[src/rtl/serial_word_scheduler.sv]
// Queues transmit/receive commands for a serial word core, sequences its
// start/busy handshake, and buffers received words in a first-word-fall-through FIFO.
module serial_word_scheduler #(
  parameter int DATA_WIDTH_BASE = 5,
  parameter int FIFO_DEPTH_LOG2 = 2,
  parameter int START_CYCLES    = 2,
  parameter int BUSY_TIMEOUT    = 16
) (
  input  logic                            clk,
  input  logic                            rst,
  input  logic                            cmd_wr_en,
  input  logic                            cmd_mode,
  input  logic [2**DATA_WIDTH_BASE-1:0]   cmd_data,
  output logic                            cmd_full,
  input  logic                            rx_rd_en,
  output logic [2**DATA_WIDTH_BASE-1:0]   rx_rd_data,
  output logic                            rx_empty,
  output logic                            core_start,
  output logic                            core_mode,
  output logic [2**DATA_WIDTH_BASE-1:0]   core_transmit_data,
  input  logic                            core_busy,
  input  logic [2**DATA_WIDTH_BASE-1:0]   core_receive_data,
  output logic                            idle,
  output logic                            timeout_err,
  output logic                            cmd_overflow
);

  localparam int W     = 2**DATA_WIDTH_BASE;
  localparam int L     = FIFO_DEPTH_LOG2;
  localparam int DEPTH = 2**FIFO_DEPTH_LOG2;
  localparam int CNT_W = $clog2(START_CYCLES + BUSY_TIMEOUT + 1);
  localparam logic [CNT_W-1:0] START_LAST   = CNT_W'(START_CYCLES - 1);
  localparam logic [CNT_W-1:0] TIMEOUT_LAST = CNT_W'(BUSY_TIMEOUT - 1);

  typedef logic [L:0] ptr_t;
  typedef enum logic [2:0] {S_IDLE, S_LAUNCH, S_WAIT_BUSY, S_RUN, S_CAPTURE} state_t;

  state_t           state;
  logic [CNT_W-1:0] cnt;

  logic [W:0]   cmd_mem [DEPTH];
  logic [W-1:0] rx_mem  [DEPTH];
  ptr_t         cmd_wr_ptr, cmd_rd_ptr, rx_wr_ptr, rx_rd_ptr;
  logic         cmd_empty, rx_full;
  logic         cmd_push, cmd_pop, rx_push, rx_pop;

  // The extra MSB on each pointer distinguishes full from empty when the indices match.
  assign cmd_empty = (cmd_wr_ptr == cmd_rd_ptr);
  assign cmd_full  = (cmd_wr_ptr[L] != cmd_rd_ptr[L]) && (cmd_wr_ptr[L-1:0] == cmd_rd_ptr[L-1:0]);
  assign rx_empty  = (rx_wr_ptr == rx_rd_ptr);
  assign rx_full   = (rx_wr_ptr[L] != rx_rd_ptr[L]) && (rx_wr_ptr[L-1:0] == rx_rd_ptr[L-1:0]);

  assign cmd_push = cmd_wr_en && !cmd_full;
  assign cmd_pop  = (state == S_IDLE) && !cmd_empty;
  // A read on a full RX FIFO frees the slot in the same cycle, so the capture may proceed.
  assign rx_push  = (state == S_CAPTURE) && core_mode && (!rx_full || rx_rd_en);
  assign rx_pop   = rx_rd_en && !rx_empty;

  assign rx_rd_data = rx_empty ? '0 : rx_mem[rx_rd_ptr[L-1:0]];
  assign idle       = (state == S_IDLE) && cmd_empty;

  // NOTE: storage arrays carry no reset; validity is tracked by the pointers alone.
  always_ff @(posedge clk) begin
    if (cmd_push) cmd_mem[cmd_wr_ptr[L-1:0]] <= {cmd_mode, cmd_data};
    if (rx_push)  rx_mem[rx_wr_ptr[L-1:0]]   <= core_receive_data;
  end

  // NOTE: sequential state uses non-blocking assignments so every register samples pre-edge values.
  always_ff @(posedge clk or negedge rst) begin
    if (!rst) begin
      cmd_wr_ptr <= '0;
      cmd_rd_ptr <= '0;
      rx_wr_ptr  <= '0;
      rx_rd_ptr  <= '0;
    end else begin
      if (cmd_push) cmd_wr_ptr <= cmd_wr_ptr + 1'b1;
      if (cmd_pop)  cmd_rd_ptr <= cmd_rd_ptr + 1'b1;
      if (rx_push)  rx_wr_ptr  <= rx_wr_ptr + 1'b1;
      if (rx_pop)   rx_rd_ptr  <= rx_rd_ptr + 1'b1;
    end
  end

  always_ff @(posedge clk or negedge rst) begin
    if (!rst) begin
      state              <= S_IDLE;
      cnt                <= '0;
      core_start         <= 1'b0;
      core_mode          <= 1'b0;
      core_transmit_data <= '0;
      timeout_err        <= 1'b0;
      cmd_overflow       <= 1'b0;
    end else begin
      if (cmd_wr_en && cmd_full) cmd_overflow <= 1'b1;
      case (state)
        S_IDLE: begin
          if (cmd_pop) begin
            {core_mode, core_transmit_data} <= cmd_mem[cmd_rd_ptr[L-1:0]];
            core_start <= 1'b1;
            cnt        <= '0;
            state      <= S_LAUNCH;
          end
        end
        S_LAUNCH: begin
          if (cnt == START_LAST) begin
            core_start <= 1'b0;
            cnt        <= '0;
            state      <= S_WAIT_BUSY;
          end else begin
            cnt <= cnt + 1'b1;
          end
        end
        S_WAIT_BUSY: begin
          if (core_busy) begin
            state <= S_RUN;
          end else if (cnt == TIMEOUT_LAST) begin
            timeout_err <= 1'b1;
            state       <= S_IDLE;
          end else begin
            cnt <= cnt + 1'b1;
          end
        end
        S_RUN: begin
          if (!core_busy) state <= S_CAPTURE;
        end
        S_CAPTURE: begin
          // Receive captures hold here while the RX FIFO has no room.
          if (!core_mode || rx_push) state <= S_IDLE;
        end
        default: state <= S_IDLE;
      endcase
    end
  end

endmodule

[config.mk]
export PLATFORM = sky130hd
export DESIGN_NAME = serial_word_scheduler
export DESIGN_NICKNAME = d
export VERILOG_FILES = /design/src/rtl/serial_word_scheduler.sv
export SDC_FILE = /design/constraint.sdc
export NUM_CORES = 1
export LEC_CHECK = 0
export CORE_ASPECT_RATIO = 1.5
export CORE_MARGIN = 2
export CORE_UTILIZATION = 56
export CTS_CLUSTER_DIAMETER = 40
export DETAILED_ROUTE_END_ITERATION = 8
export GPL_ROUTABILITY_DRIVEN = 1
export PLACE_DENSITY = 0.88
export SLEW_MARGIN = 20
export SYNTH_ARGS = -nofsm -noshare
export SYNTH_HDL_FRONTEND = slang
export SYNTH_SLANG_ARGS = --single-unit
[constraint.sdc]
create_clock -name clk -period 3.59 [get_ports clk]
set_clock_uncertainty 0.2 [all_clocks]
set_input_delay 0.718 -clock clk [delete_from_list [all_inputs] [get_ports clk]]
set_output_delay 0.718 -clock clk [all_outputs]
set_load 0.03 [all_outputs]
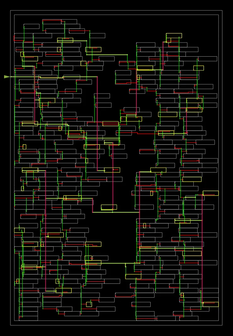
(clock nets)
count of clock tree sinks: 316
Skew-Pair Late Insertion Delay: 550 ps
# clk buffers: 33

==> CHANGELOG.md <==
### Physical design

- Worst setup path category: reg -> out
- CP Capture Point: rx_rd_data[30]
- Prevailing logic family in the synthesized netlist: multiplexers
- TNS Setup: 0 ps
- Most frequent cells after synthesis: sky130_fd_sc_hd__edfxtp_1 (260), sky130_fd_sc_hd__mux4_2 (65), sky130_fd_sc_hd__dfrtp_1 (56)
- Final weighted congestion of routability-driven global placement: 0.7400
- Post-synth mux share: 15.41%
- Residual DRC: 0
- Die ar.: 23010 µm²
- IO Port Bufs: 140
- Post-layout total power: 13.08 mW
- Worst hold slack: 260.5 ps
- Launch point of the worst hold path: cmd_overflow
- CP Launch Point: rx_rd_ptr[0]
- Count of cell types in the netlist: 43
- Via-to-Cell Ratio: 5.746
- Most frequently placed logic cell in the final layout: sky130_fd_sc_hd__edfxtp_1
- Post-detailed-route count of antenna-violating nets: 0
- Post-route insts no fill: 1042
- Final setup vio count: 0
- Max Cap Viol: 0
- Portion of the post-synthesis area used by sequential elements: 75.46%
- Destination of the worst register-to-register timing path: cnt[1]
- Worst-case register-to-register setup slack: 930 ps
- Fraction of synthesized cell area taken by the top area cell type: 63.97%
- Run status: finished clean
- Synth Area in Compound Gates: 1.456%
- # IOs: 141
- Global routing usage summed across all routing layers: 19.99%
- Hold/Removal Path Class: reg -> reg
- Cts bufs inserted: 30
- Slew Limit Fails: 0
- Pre-placement core utilization: 56.62%
- Area leader, netlist: sky130_fd_sc_hd__edfxtp_1
- Met2 wire len: 12.18 mm
- Layout cell share with drive strength beyond 1: 23.51%
- Kind of end point of the critical path: output pin
- Power density over cell area: 871.1 nW/µm²
- Total grt overflow: 0
- First-pass GRT wire length: 35.96 mm
- Data arrival time of the critical path: 2540 ps
- Data required time of the worst path: 2670 ps
- HPWL after detailed placement: 14.06 mm
- Simple-gate portion of the synthesized area: 3.793%
- Largest cells by area after synthesis: sky130_fd_sc_hd__edfxtp_1 (64%), sky130_fd_sc_hd__mux4_2 (12%), sky130_fd_sc_hd__dfrtp_1 (11%)
- Depth of the worst hold-timing path: 1
- Die X-Extent: 124.5 µm
- Placed Cells incl. Taps: 983
- Avg Synthesized Cell Area: 21.01 µm²
- Number of antenna cells inserted: 0
- Minimum clock period: 3453 ps
- Post-synthesis register bit count: 316
- Most popular library cell in the synthesized design by count: sky130_fd_sc_hd__edfxtp_1
- Worst slack at placement: 452.1 ps
- Post-route fraction of the period consumed by the critical path: 96.19%
- Pin count of the biggest net entering global routing: 37
- Max Freq: 289.6 MHz
- Synthesis area per yosys: 12200 µm²
- Unrepaired setup endpoints after global routing: no
- Syn_nets: 664
- Ys flop type: sky130_fd_sc_hd__edfxtp_1
- Count of H-tree levels built during CTS: 1
- Antenna violations before repair: 0
- Root buffer cell: sky130_fd_sc_hd__clkbuf_16
- Final number of hold-violating endpoints: 0
- Xor and xnor area share after synthesis: 1.200%
- Warnings, synthesis: 0
- OpenROAD warnings: 33
- Static leakage: 5.211 nW
- Cell area after placement: 14000 µm²
- Number of synthesized flops with an enable pin: 260
- Netlist Area Pre-Place: 12200 µm²
- Routed wire length per instance: 21.87 µm
- Depth of the most critical reg-to-reg path: 7
- Slew of the pin with the lowest slew margin: 690.7 ps
- Cell count after synthesis: 581
- Initial detailed-routing violation count: 414
- Clk slew on worst S/H paths: 60 ps
- Top layer used by detailed routing: met4
- Peak fanout along the critical path: 35
- Slack of the critical path: 136.9 ps
- Worst r2r src: cnt[0]
- Height of the die: 184.8 µm
- Nets: 829
- Wire length on met1: 8.722 mm
- Sort of element at the start of the critical path: flip-flop
- Share of synthesized registers carrying an async set or reset: 17.72%
- Number of buffers between clock root and the deepest sink: 3
- Detailed-routed wire length on met3: 1.354 mm
- Number of global-route vias before repair: 6543
- Clock tree from TritonCTS: yes
- WL final: 22.79 mm
- Area share of fa/ha/maj cells after synthesis: 1.333%
- Via count: 5987
- FILL cells: 1279
- VDD IR-drop max: 0.0006589 V
- Yosys cell count: 581
- Worst slew slack as a fraction of its limit: 53.95%
- DR pass1 iterations: 4
- Layout-stage area growth over the synthesis result: 23.05%
- Worst hold path endpoint: cmd_overflow
- Most used cells in the layout excluding fill and tap cells: sky130_fd_sc_hd__edfxtp_1 (260), sky130_fd_sc_hd__clkdlybuf4s50_1 (117), sky130_fd_sc_hd__mux4_2 (65)
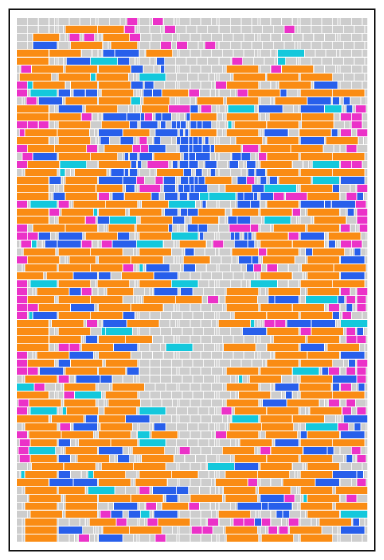
(placed cells, one color a class)
Fill, decap, tap and diode cells in gray.
Blue stands for combinational and other logic, cells 239. Cyan stands for clock drivers and dummy loads, cells 56. Magenta stands for other buffers and delay cells, cells 159. Orange stands for flops, cells 316.
floorplan core area: 21550 µm²
Seq area share: 61.36%
standard-cell rows: 66
utilization of the core after routing: 69.67%
post-route cell area: 15020 µm²

report_power, final:
group / internal [mW] / total (mW) / switching, mW
clock: 1.81 / 3.15 / 1.34
sequential: 4.68 / 5.04 / 0.360
combinational: 2.27 / 4.89 / 2.62
total: 8.75 / 13.1 / 4.33
area by class of cell:
cell class | count | area, µm² | area share, %
Clock inverter | 23 | 222.7 | 1.483
Clock buffer | 33 | 783.3 | 5.216
Inverter | 10 | 37.54 | 0.2500
Sequential cell | 316 | 9215 | 61.36
Timing Repair Buffer | 159 | 1583 | 10.54
Tap cell | 272 | 340.3 | 2.266
Multi-Input combinational cell | 229 | 2835 | 18.88
routing by layer:
metal / global-route usage, % / vias up
li1: - / 2650
met1: 24.63 / 3080
met2: 36.17 / 215
met3: 3.582 / 42
met4: 6.382 / 0
met5: 0 / -
state kept, by name, indices dropped and copies added, names as in the netlist:
| register | cells |
|---|---|
| core_mode | 1 |
| state | 3 |
| core_start | 1 |
| cnt | 5 |
| cmd_mem | 132 |
| timeout_err | 1 |
| cmd_overflow | 1 |
| rx_mem | 128 |
| rx_wr_ptr | 3 |
| cmd_rd_ptr | 3 |
| cmd_wr_ptr | 3 |
| core_transmit_data | 32 |
| rx_rd_ptr | 3 |
what timing repair did:
item | in CTS | in global routing
hold buffers | 1 | 0
setup endpoints to repair | 32 | 11
endpoints found under the hold margin | 9 | 0
gates resized | 24 | 0
setup buffers | 0 | 2
critical path, cell delays in order, from the launching register on:
cell                              delay [ps]
sky130_fd_sc_hd__dfrtp_4                 530
sky130_fd_sc_hd__xnor2_1                 280
sky130_fd_sc_hd__and3b_1                 240
sky130_fd_sc_hd__buf_8                   240
sky130_fd_sc_hd__nor2b_1                  90
sky130_fd_sc_hd__clkdlybuf4s50_1         600
Power is estimated from default activity; no workload was simulated.
